===== config.mk =====
export PLATFORM = sky130hd
export DESIGN_NAME = pin_auth_ctrl_flat
export DESIGN_NICKNAME = d
export VERILOG_FILES = /design/src/rtl/pin_auth_if.sv /design/src/rtl/pin_auth_ctrl.sv /design/src/flat_wrapper.sv
export SDC_FILE = /design/constraint.sdc
export NUM_CORES = 1
export LEC_CHECK = 0
export CAP_MARGIN = 25
export CORE_MARGIN = 1
export CORE_UTILIZATION = 50
export CTS_BUF_LIST = sky130_fd_sc_hd__clkbuf_8
export CTS_CLUSTER_DIAMETER = 200
export DETAILED_ROUTE_END_ITERATION = 8
export HOLD_SLACK_MARGIN = 0.02
export PLACE_DENSITY = 0.78
export REMOVE_ABC_BUFFERS = 1
export SLEW_MARGIN = 20
export SYNTH_ARGS = -nofsm -noshare
export SYNTH_HDL_FRONTEND = slang
export SYNTH_SLANG_ARGS = --single-unit

===== constraint.sdc =====
create_clock -name i_clk -period 2.5 [get_ports i_clk]
set_clock_uncertainty 0.2 [all_clocks]
set_input_delay 0.25 -clock i_clk [delete_from_list [all_inputs] [get_ports i_clk]]
set_output_delay 0.25 -clock i_clk [all_outputs]
set_load 0.01 [all_outputs]

===== src/rtl/pin_auth_if.sv =====
// pin_auth_if: card/PIN handshake bundle between the terminal front end and
// the authentication controller.
//   i_card_in / i_card_code      : card presence level and code read from card
//   i_pin_in / i_pin_valid       : PIN attempt and its one-cycle strobe
//   i_done                       : downstream transaction finished
//   o_auth_ok, o_busy            : access granted / controller engaged
//   o_tempo, o_fail_cnt          : remaining attempt cycles / failed attempts
//   o_ejeta_tentativa/o_ejeta_tempo : one-cycle eject causes
//   o_locked                     : sticky lockout (only with CARD_LOCKOUT_EN)
// Modports: slave = controller side, master = terminal/driver side.
interface pin_auth_if #(parameter int PIN_W = 4);
  logic             i_card_in;
  logic [PIN_W-1:0] i_card_code;
  logic [PIN_W-1:0] i_pin_in;
  logic             i_pin_valid;
  logic             i_done;
  logic             o_auth_ok;
  logic [8:0]       o_tempo;
  logic [1:0]       o_fail_cnt;
  logic             o_ejeta_tentativa;
  logic             o_ejeta_tempo;
  logic             o_busy;
`ifdef CARD_LOCKOUT_EN
  logic             o_locked;
`endif

  modport slave (
`ifdef CARD_LOCKOUT_EN
    output o_locked,
`endif
    input  i_card_in, i_card_code, i_pin_in, i_pin_valid, i_done,
    output o_auth_ok, o_tempo, o_fail_cnt, o_ejeta_tentativa, o_ejeta_tempo, o_busy
  );

  modport master (
`ifdef CARD_LOCKOUT_EN
    input  o_locked,
`endif
    output i_card_in, i_card_code, i_pin_in, i_pin_valid, i_done,
    input  o_auth_ok, o_tempo, o_fail_cnt, o_ejeta_tentativa, o_ejeta_tempo, o_busy
  );
endinterface


===== src/rtl/pin_auth_ctrl.sv =====
// pin_auth_ctrl: card/PIN authentication front end. Latches the card code on
// insertion, checks PIN attempts, counts failures, runs the per-attempt
// timeout and either grants access or ejects the card.
// Ports:
//   i_clk  : clock, all logic on rising edge
//   i_rst  : synchronous active-high reset
//   bus    : pin_auth_if.slave (see interface header for signal list)
// Optional: define CARD_LOCKOUT_EN to add the sticky o_locked output that
// refuses new cards after the tries have been exhausted, until reset.
module pin_auth_ctrl #(
  parameter int PIN_W       = 4,
  parameter int MAX_TRIES   = 3,
  parameter int TIMEOUT_CYC = 400
) (
  input  logic       i_clk,
  input  logic       i_rst,
  pin_auth_if.slave  bus
);

  typedef enum logic [2:0] {
    S_IDLE, S_WAIT_PIN, S_CHECK, S_GRANTED, S_EJECT
  } state_t;

  localparam logic [8:0] TMO   = 9'(TIMEOUT_CYC);
  localparam logic [2:0] TRIES = 3'(MAX_TRIES);

  state_t           r_state, w_nxt_state;
  logic [PIN_W-1:0] r_code, w_nxt_code;
  logic [PIN_W-1:0] r_pin, w_nxt_pin;
  logic [8:0]       r_tempo, w_nxt_tempo;
  logic [1:0]       r_fail, w_nxt_fail;
  logic             r_auth, r_busy, r_ej_try, r_ej_tmo;
  logic             w_nxt_ej_try, w_nxt_ej_tmo;
  logic             w_card_ok;
  logic [2:0]       w_fail_inc;
`ifdef CARD_LOCKOUT_EN
  logic             r_locked, w_nxt_locked;
`endif

  // widened so MAX_TRIES=3 compares without wrapping the 2-bit counter
  assign w_fail_inc = {1'b0, r_fail} + 3'd1;

`ifdef CARD_LOCKOUT_EN
  assign w_card_ok = bus.i_card_in & ~r_locked;
`else
  assign w_card_ok = bus.i_card_in;
`endif

  always_comb begin
    w_nxt_state  = r_state;
    w_nxt_code   = r_code;
    w_nxt_pin    = r_pin;
    w_nxt_tempo  = r_tempo;
    w_nxt_fail   = r_fail;
    w_nxt_ej_try = 1'b0;
    w_nxt_ej_tmo = 1'b0;
`ifdef CARD_LOCKOUT_EN
    w_nxt_locked = r_locked;
`endif
    unique case (r_state)
      S_IDLE: begin
        if (w_card_ok) begin
          w_nxt_state = S_WAIT_PIN;
          w_nxt_code  = bus.i_card_code;
          w_nxt_tempo = TMO;
          w_nxt_fail  = 2'd0;
        end
      end
      S_WAIT_PIN: begin
        // card removal beats everything; a strobe beats the timeout
        if (!bus.i_card_in) begin
          w_nxt_state = S_IDLE;
          w_nxt_tempo = 9'd0;
        end else if (bus.i_pin_valid) begin
          w_nxt_state = S_CHECK;
          w_nxt_pin   = bus.i_pin_in;
        end else if (r_tempo == 9'd1) begin
          w_nxt_state  = S_EJECT;
          w_nxt_tempo  = 9'd0;
          w_nxt_ej_tmo = 1'b1;
        end else begin
          w_nxt_tempo = r_tempo - 9'd1;
        end
      end
      S_CHECK: begin
        if (!bus.i_card_in) begin
          w_nxt_state = S_IDLE;
          w_nxt_tempo = 9'd0;
        end else if (r_pin == r_code) begin
          w_nxt_state = S_GRANTED;
          w_nxt_tempo = 9'd0;
        end else begin
          w_nxt_fail = w_fail_inc[1:0];
          if (w_fail_inc == TRIES) begin
            // tempo is left as-is; it is meaningless once ejecting
            w_nxt_state  = S_EJECT;
            w_nxt_ej_try = 1'b1;
`ifdef CARD_LOCKOUT_EN
            w_nxt_locked = 1'b1;
`endif
          end else begin
            w_nxt_state = S_WAIT_PIN;
            w_nxt_tempo = TMO;
          end
        end
      end
      S_GRANTED: begin
        if (!bus.i_card_in) begin
          w_nxt_state = S_IDLE;
          w_nxt_tempo = 9'd0;
        end else if (bus.i_done) begin
          w_nxt_state = S_EJECT;
        end
      end
      S_EJECT: begin
        // fail_cnt intentionally held so the count survives into IDLE
        if (!bus.i_card_in) begin
          w_nxt_state = S_IDLE;
          w_nxt_tempo = 9'd0;
        end
      end
      default: begin
        w_nxt_state = S_IDLE;
        w_nxt_tempo = 9'd0;
      end
    endcase
  end

  always_ff @(posedge i_clk) begin
    if (i_rst) begin
      r_state  <= S_IDLE;
      r_code   <= '0;
      r_pin    <= '0;
      r_tempo  <= 9'd0;
      r_fail   <= 2'd0;
      r_auth   <= 1'b0;
      r_busy   <= 1'b0;
      r_ej_try <= 1'b0;
      r_ej_tmo <= 1'b0;
`ifdef CARD_LOCKOUT_EN
      r_locked <= 1'b0;
`endif
    end else begin
      r_state  <= w_nxt_state;
      r_code   <= w_nxt_code;
      r_pin    <= w_nxt_pin;
      r_tempo  <= w_nxt_tempo;
      r_fail   <= w_nxt_fail;
      // outputs registered from next state so they line up with r_state
      r_auth   <= (w_nxt_state == S_GRANTED);
      r_busy   <= (w_nxt_state != S_IDLE);
      r_ej_try <= w_nxt_ej_try;
      r_ej_tmo <= w_nxt_ej_tmo;
`ifdef CARD_LOCKOUT_EN
      r_locked <= w_nxt_locked;
`endif
    end
  end

  assign bus.o_auth_ok         = r_auth;
  assign bus.o_tempo           = r_tempo;
  assign bus.o_fail_cnt        = r_fail;
  assign bus.o_ejeta_tentativa = r_ej_try;
  assign bus.o_ejeta_tempo     = r_ej_tmo;
  assign bus.o_busy            = r_busy;
`ifdef CARD_LOCKOUT_EN
  assign bus.o_locked          = r_locked;
`endif

endmodule


===== src/flat_wrapper.sv =====
// flat-port wrapper written by rule: the top's interface ports become plain ports
module pin_auth_ctrl_flat 
#(
  parameter int PIN_W       = 4,
  parameter int MAX_TRIES   = 3,
  parameter int TIMEOUT_CYC = 400
)
  (i_clk, i_rst, bus_i_card_in, bus_i_card_code, bus_i_pin_in, bus_i_pin_valid, bus_i_done, bus_o_auth_ok, bus_o_tempo, bus_o_fail_cnt, bus_o_ejeta_tentativa, bus_o_ejeta_tempo, bus_o_busy);
  pin_auth_if #(.PIN_W(PIN_W)) bus_i ();
  input  logic i_clk;
  input  logic i_rst;
  input wire logic [$bits(bus_i.i_card_in)-1:0] bus_i_card_in;
  input wire logic [$bits(bus_i.i_card_code)-1:0] bus_i_card_code;
  input wire logic [$bits(bus_i.i_pin_in)-1:0] bus_i_pin_in;
  input wire logic [$bits(bus_i.i_pin_valid)-1:0] bus_i_pin_valid;
  input wire logic [$bits(bus_i.i_done)-1:0] bus_i_done;
  output wire logic [$bits(bus_i.o_auth_ok)-1:0] bus_o_auth_ok;
  output wire logic [$bits(bus_i.o_tempo)-1:0] bus_o_tempo;
  output wire logic [$bits(bus_i.o_fail_cnt)-1:0] bus_o_fail_cnt;
  output wire logic [$bits(bus_i.o_ejeta_tentativa)-1:0] bus_o_ejeta_tentativa;
  output wire logic [$bits(bus_i.o_ejeta_tempo)-1:0] bus_o_ejeta_tempo;
  output wire logic [$bits(bus_i.o_busy)-1:0] bus_o_busy;
  assign bus_i.i_card_in = bus_i_card_in;
  assign bus_i.i_card_code = bus_i_card_code;
  assign bus_i.i_pin_in = bus_i_pin_in;
  assign bus_i.i_pin_valid = bus_i_pin_valid;
  assign bus_i.i_done = bus_i_done;
  assign bus_o_auth_ok = bus_i.o_auth_ok;
  assign bus_o_tempo = bus_i.o_tempo;
  assign bus_o_fail_cnt = bus_i.o_fail_cnt;
  assign bus_o_ejeta_tentativa = bus_i.o_ejeta_tentativa;
  assign bus_o_ejeta_tempo = bus_i.o_ejeta_tempo;
  assign bus_o_busy = bus_i.o_busy;
  pin_auth_ctrl #(.PIN_W(PIN_W), .MAX_TRIES(MAX_TRIES), .TIMEOUT_CYC(TIMEOUT_CYC)) u_core (.i_clk(i_clk), .i_rst(i_rst), .bus(bus_i));
endmodule

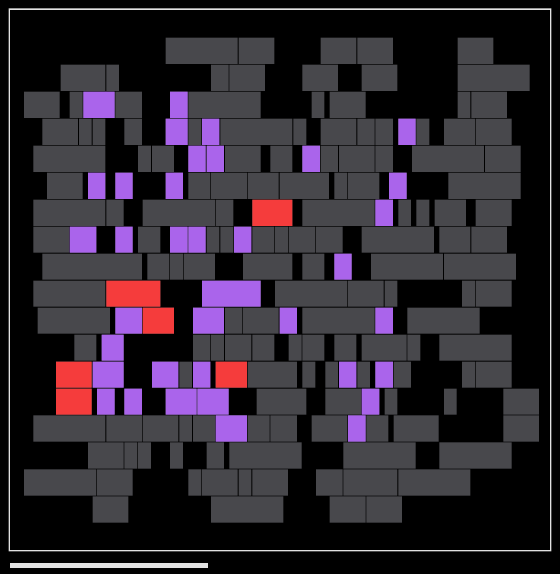
run_1/gates.png
Scale bar: 20 um.
Key: purple = aoi and oai cells [cells 37]; red = non-inverting ao/oa cells [cells 6]
dominant logic cell type in the layout: clkdlybuf4s50_1
Comb/total area: 46.09%

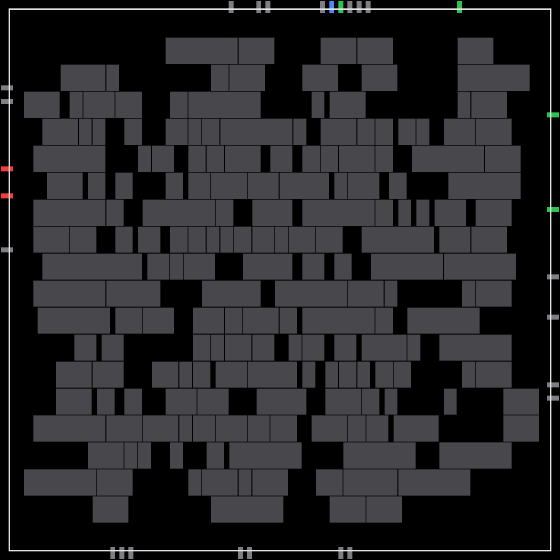
run_1/pinout.png
Pins as bars across the die edge, other pins in gray.
Key: blue = bus_i_pin_valid [pins 1, direction input, edge top]; green = bus_i_card_code [pins 4, direction input, edge 2 right, 2 top]; red = bus_o_fail_cnt [pins 2, direction output, edge left]
All pins by edge: 10 top, 7 bottom, 6 right, 5 left.

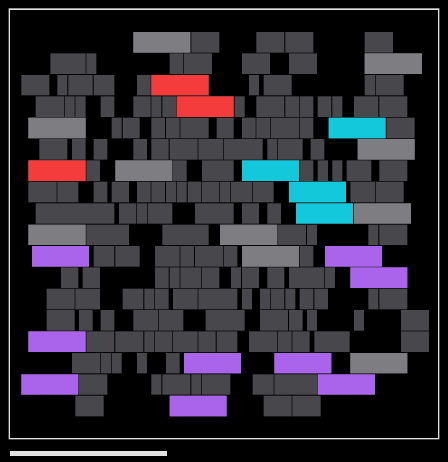
run_1/ff_map.png
Scale bar: 20 um. Other sequential cells in the stronger gray, the rest of the logic in the fainter gray.
Key: red = u_core.r_state [sequential cells 3]; purple = u_core.bus.o_tempo [sequential cells 9]; cyan = u_core.r_pin [sequential cells 4, where middle right]
Another 10 sequential cells are not colored.
Seq area share: 29.86%
post-layout util: 68.49%

==> run notes, run 1 <==
fresh numbers from the pnr run: outcome finished clean, Die Y about 54 um, max reg flops 9, Worst R2R Start u_core.bus.o_tempo[1], Cell Int Power 662.8 uW, Hold Crit Depth 2, DRC errors left 0, met3 Resource Use GR 2.778%, Chip Area, Yosys 1375 sq um, Non-clk invs 5, PostCTS Resize Cnt 0, Core ar. 2545 sq um, syn avg cell area around 8.6 sq um, RSZ-0062 raised after global routing false, flop2flop setup slack ~440 ps, pre-CTS WS 110.2 ps, Tightest Hold Check Type register to register, CTS max path bufs 2, CTS H-tree lvls 1, layout cells sized above 1 10.58%, M1 GR Usage 33.06%, top cell class by occupied area combinational gates, fp_density 54.03%, Top cells by area dfxtp_1 38%, a21oi_1 6.2%, mux2i_1 5.8%, CTS clk-pin slew, worst paths 90 ps, number of global-route vias before repair approximately 1.2k, clk_lat worst skew 270 ps, comb_multi_in 122, Setup crit end u_core.bus.o_tempo[1], drt wl/cell 14.72 um, GR Layer Usage met2 roughly two fifths, worst-case headroom to the max-slew limit between 60% and 70%, flip-flops with a built-in enable 0, Routed WL 3223 um, largest net degree at the start of global routing 23, and-or/or-and share of the synthesized area 21.29%, Switch Pwr approximately 240 uW, ys cells about 160, vias 1280, Flop pwr share between 50% and 60%, Pwr Density slightly above 500 nW/um^2, I/O pin cnt 28, Synth Cell Area 1375 sq um, initial antenna violation count 0, Routed Antenna Nets 0, synthesis-to-layout area growth 26.75%, Crit. Startpoint bus_i_card_in, critical path class primary input to register, switch share roughly 27%, Basic Gates by Area around 25%, Inserted Diodes 0, clk_buf instances 4, placed instance area 1688 sq um, flip-flops 26, post-synth top area cell dfxtp_1, row count 18, buffering overhead 17.66%, busiest layer in global routing met2, metal2 WL 1619 um, count leader, synth dfxtp_1, Port Buf Inserts 27, GRT Residual Overflow 0, chip area roughly 3000 sq um, worst-margin pin slew between 500 and 600 ps, Comb power frac 19.8%, sequential cell area fraction in the yosys report between 30% and 40%, crit share post-route 86.21%, MI comb area 803.3 sq um, Final Cell Area between 1500 and 2000 sq um, fill count roughly 200, TNS Setup 0 ps, fa+ha+maj area frac 2.730%
run 1: through the flow:
step / utilization, % / hold WS (ps) / cells
floorplan: - / 112.4 / 153
global placement: 66.32 / 258.2 / 215
detailed placement: 66.32 / 258.9 / 215
CTS: 68.49 / 276.7 / 219
global route: 68.49 / 297.9 / 219
finish: 68.49 / 272.6 / 219
run 1: worst max-delay path, cell delays in order:
cell	delay [ps]
clkdlybuf4s50_1	610
or3b_1	400
a41o_2	310
o21ai_2	320
or3_1	170
a21oi_1	60
run 1: power by group through the flow:
stage | clock network, uW | logic [uW] | registers, uW
3_5_place_dp | 0 | 178 | 464
4_1_cts | 277 | 180 | 454
5_1_grt | 299 | 197 | 458
2_1_floorplan | 0 | 101 | 464
6_report | 272 | 180 | 454
3_3_place_gp | 0 | 174 | 463
==> run 2: changes to the inputs <==
Settings changed: CTS_BUF_LIST sky130_fd_sc_hd__clkbuf_8 to sky130_fd_sc_hd__clkbuf_16.
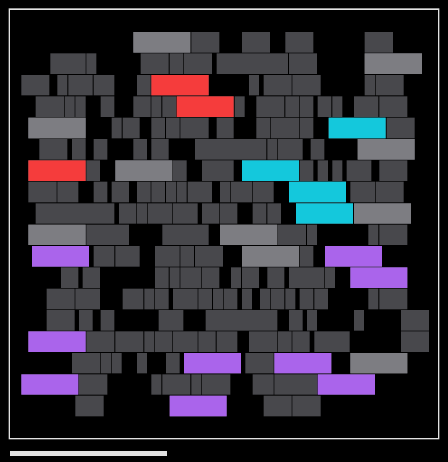
run_2/ff_map.png
Scale bar: 20 um. Other sequential cells in the stronger gray, the rest of the logic in the fainter gray.
Key: red = u_core.r_state [sequential cells 3]; purple = u_core.bus.o_tempo [sequential cells 9]; cyan = u_core.r_pin [sequential cells 4, where middle right]
Another 10 sequential cells are not colored.
sequential cell area: 520.5 sq um
post-layout util: 69.42%
Seq. pwr: 455 uW
Seq area share: 29.46%

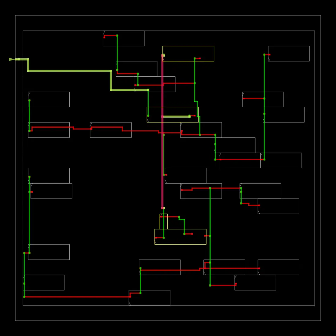
run_2/clock_nets.png
CTS Buf Count: 3
clk sinks: 26

==> run notes, run 2 <==
fresh numbers from the pnr run: Clk power 359 uW (+32%), Port Buf Inserts 27 (unchanged), Pwr top sequential cells, Comb power frac 18.1% (-1.7 points), Chip Area, Yosys 1375 sq um (unchanged), Power Combinational 179 uW (about the same), CTS max path bufs 2 (unchanged), busiest layer in global routing met2, pre-CTS WS 110.2 ps (unchanged), Die Y 54.44 um (unchanged), buffering overhead 17.42% (-0.24 points), critical-path cell list clkdlybuf4s50_1 -> or3b_1 -> a41o_2 -> o21ai_2 -> o21ai_2 -> a21oi_2, ys cells 160 (unchanged), Tightest Hold Check Type register to register, GRT Residual Overflow 0 (unchanged), CP dominant cell by count o21ai_2, Hold Worst Slack 269.2 ps (-3.388 ps), post-synth top area cell dfxtp_1, flip-flops 26 (unchanged), crit path max-delay cell type clkdlybuf4s50_1, and-or/or-and share of the synthesized area 21.29% (unchanged), sequential cell area fraction in the yosys report 37.85% (unchanged), Core ar. 2545 sq um (unchanged), fa+ha+maj area frac 2.730% (unchanged), CTS H-tree lvls 1 (unchanged), RSZ-0062 raised after global routing false, switch share 25.78% (-1.1 points), I/O pin cnt 28 (unchanged), Basic Gates by Area 25.39% (unchanged), chip area 2964 sq um (unchanged), largest net degree at the start of global routing 23 (unchanged), clk_buf instances 3 (-1), layout cells sized above 1 10.05% (-0.53 points), max reg flops 9 (unchanged), initial antenna violation count 0 (unchanged), Comb/total area 45.47% (-0.62 points), Synth Cell Area 1375 sq um (unchanged), worst-margin pin slew 565.2 ps (+19.79 ps), Routed Antenna Nets 0 (unchanged), comb_multi_in 122 (unchanged), fill count 207 (+1.5%), worst-case headroom to the max-slew limit 61.97% (-1.3 points), metal2 WL 1634 um (+0.93%), Cell Int Power 736.6 uW (+11%), Top cells by area dfxtp_1 38%, a21oi_1 6.2%, mux2i_1 5.8%, Flop pwr share 45.8% (-4.4 points), met3 Resource Use GR 3.611% (+0.83 points), Non-clk invs 5 (unchanged), number of global-route vias before repair 1153 (-1.5%), syn avg cell area 8.594 sq um (unchanged), critical path class primary input to register, M1 GR Usage 33.22% (+0.17 points), flip-flops with a built-in enable 0 (unchanged), row count 18 (unchanged), Hold Crit Depth 2 (unchanged), outcome finished clean
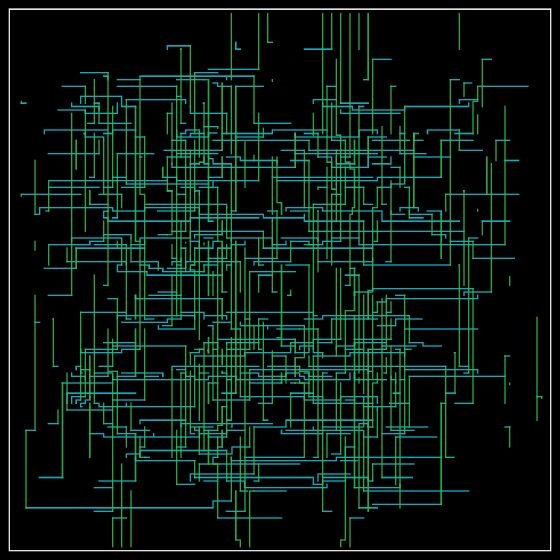
run_2/layers.png
Two of the layers only.
Key: cyan = M1 [wire length 1440 um]; green = M2 [wire length 1630 um]
drt wl/cell: 14.76 um
vias: 1275
Total Routing Usage GR: 24.87%
Routed WL: 3232 um

## run 2: cell counts after synthesis
Identical to the previous run, type by type.
## run 2: worst max-delay path by stage
stage / start / to / cells after the start
2_1_floorplan: u_core.bus.o_tempo[1] / u_core.bus.o_tempo[5] / 7
4_1_cts: bus_i_card_in / u_core.bus.o_tempo[6] / 6
3_5_place_dp: bus_i_card_in / u_core.bus.o_tempo[1] / 6
5_1_grt: u_core.bus.o_tempo[4] / u_core.bus.o_tempo[2] / 6
3_3_place_gp: bus_i_card_in / u_core.bus.o_tempo[1] / 6
6_report: bus_i_card_in / u_core.bus.o_tempo[6] / 6
## run 2: critical path: cells and delay by family
kind            cells  cell delay, ps
compound gates      4             900
buf+inv             1             590
simple gates        1             400
==> run 3: changes to the inputs <==
Clock period 2.5 ns to 2.73 ns, I/O delays scaled along.
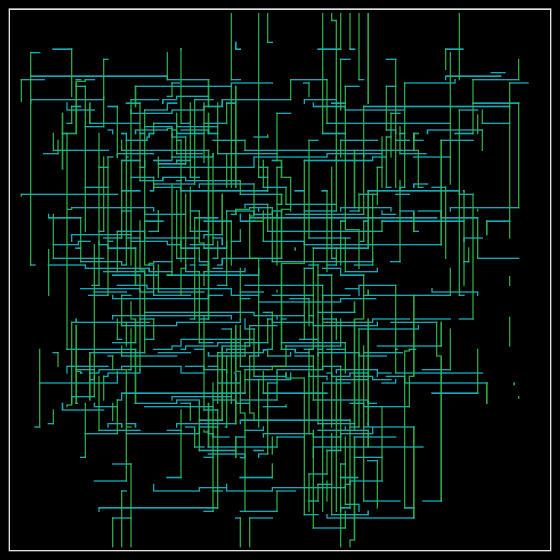
run_3/layers.png
Two of the layers only.
Key: green = M2 [wire length 1560 um]; cyan = M1 [wire length 1450 um]

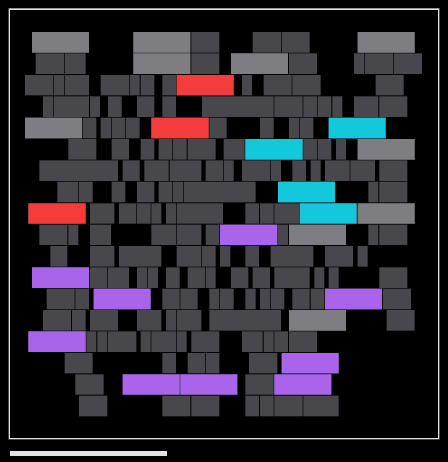
run_3/ff_map.png
Scale bar: 20 um. Other sequential cells in the stronger gray, the rest of the logic in the fainter gray.
Key: red = u_core.r_state [sequential cells 3]; cyan = u_core.r_pin [sequential cells 4]; purple = u_core.bus.o_tempo [sequential cells 9]
Another 10 sequential cells are not colored.
post-layout util: 68.53%
Seq. pwr: 417 uW
Seq area share: 29.84%

==> run notes, run 3 <==
fresh numbers from the pnr run: outcome finished clean, Max VDD drop 0.3598 mV, CTS tree done, Routed Antenna Nets 0 (unchanged), and-or/or-and share of the synthesized area 21.29% (unchanged), Crit. Startpoint bus_i_card_in, Unique masters post-synth 45, Power Combinational 162 uW (-9%), DRC errors left 0, fill count 224 (+8.2%), Final Slew Violations 0, Hold Crit Depth 2 (unchanged), vias 1246 (-2.3%), layout cells sized above 1 8.602% (-1.5 points), flip-flops 26 (unchanged), Die Y 54.44 um (unchanged), Clock Tree Root clkbuf_16, critical-path cell list clkdlybuf4s50_1 -> or3b_1 -> a41o_2 -> o21ai_2 -> or3_1 -> a21oi_1, Chip Area, Yosys 1375 sq um (unchanged), max reg flops 9 (unchanged), synthesis-to-layout area growth 26.84%, CTS H-tree lvls 1 (unchanged), I/O pin cnt 28 (unchanged), buffering overhead 16.36% (-1.1 points), Pwr top sequential cells, switch share 25.75% (-0.035 points), drt wl/cell 14.67 um (-0.62%), total tool warning count 26, Final min period 2181 ps, critical path class primary input to register, Non-clk invs 5 (unchanged), comb_multi_in 122 (unchanged), Area leader share 37.85%, worst-margin pin slew 640.5 ps (+75.32 ps), hold path startpoint u_core.r_pin[1], Buf/Inv on CP 1 (unchanged), sequential cell area fraction in the yosys report 37.85% (unchanged), Basic Gates by Area 25.39% (unchanged), worst-case headroom to the max-slew limit 56.90% (-5.1 points), syn avg cell area 8.594 sq um (unchanged), CTS Buf Count 3 (unchanged), row count 18 (unchanged), Tightest Hold Check Type register to register, Comb/total area 46.05% (+0.59 points), crit path max-delay cell type clkdlybuf4s50_1, number of global-route vias before repair 1141 (-1.0%), Critical Path Stages 6 (unchanged), Core ar. 2545 sq um (unchanged), sequential cell area 520.5 sq um (unchanged), Port Buf Inserts 27 (unchanged), MI comb area 803.3 sq um, clk_buf instances 3 (unchanged), Cell Int Power 672.2 uW (-8.7%), count leader, synth dfxtp_1, Top cells by area dfxtp_1 38%, a21oi_1 6.2%, mux2i_1 5.8%, GRT Residual Overflow 0 (unchanged), Total Routing Usage GR 24.26% (-0.61 points), Setup crit end u_core.bus.o_tempo[1], clk sinks 26 (unchanged), chip area 2964 sq um (unchanged), flip-flops with a built-in enable 0 (unchanged), initial antenna violation count 0 (unchanged), Clk power 326 uW (-9.2%), Routed WL 3168 um (-2.0%), ys cells 160 (unchanged), Comb power frac 17.9% (-0.2 points), Top delay family on crit path AND-OR/OR-AND gates, RSZ-0062 raised after global routing false, fa+ha+maj area frac 2.730% (unchanged), CTS max path bufs 2 (unchanged), flop2flop setup slack 640 ps, post-synth top area cell dfxtp_1, largest net degree at the start of global routing 23 (unchanged), Synth Cell Area 1375 sq um (unchanged), Flop pwr share 46.0% (+0.2 points)
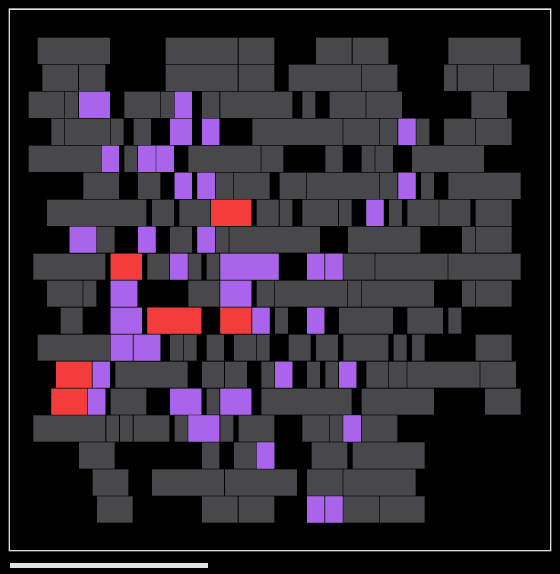
run_3/gates.png
Scale bar: 20 um.
Key: purple = aoi and oai cells [cells 37]; red = non-inverting ao/oa cells [cells 6]

==> run 3: cell counts after synthesis <==
Identical to the previous run, type by type.
==> run 3: per-layer routing <==
layer | global-route usage (%) | part of all wire, %
met2 | 40.04 | 49
met5 | 0 | 0
met4 | 9.829 | 1.2
met1 | 31.32 | 46
met3 | 3.611 | 3.7
==> run 3: stage by stage <==
step                hold slack [ps]  instances  cell area (sq um)  util, %  worst slack, ps
floorplan                     135.4        153               1343        -            872.8
global placement              258.2        212               1665    65.44            387.3
detailed placement            262.4        212               1665    65.44            304.5
CTS                           271.1        216               1744    68.53            559.4
global route                  295.0        216               1744    68.53            439.4
finish                        268.3        216               1744    68.53            548.9
Power figures rest on the tool's default switching activity, not on a simulated workload.
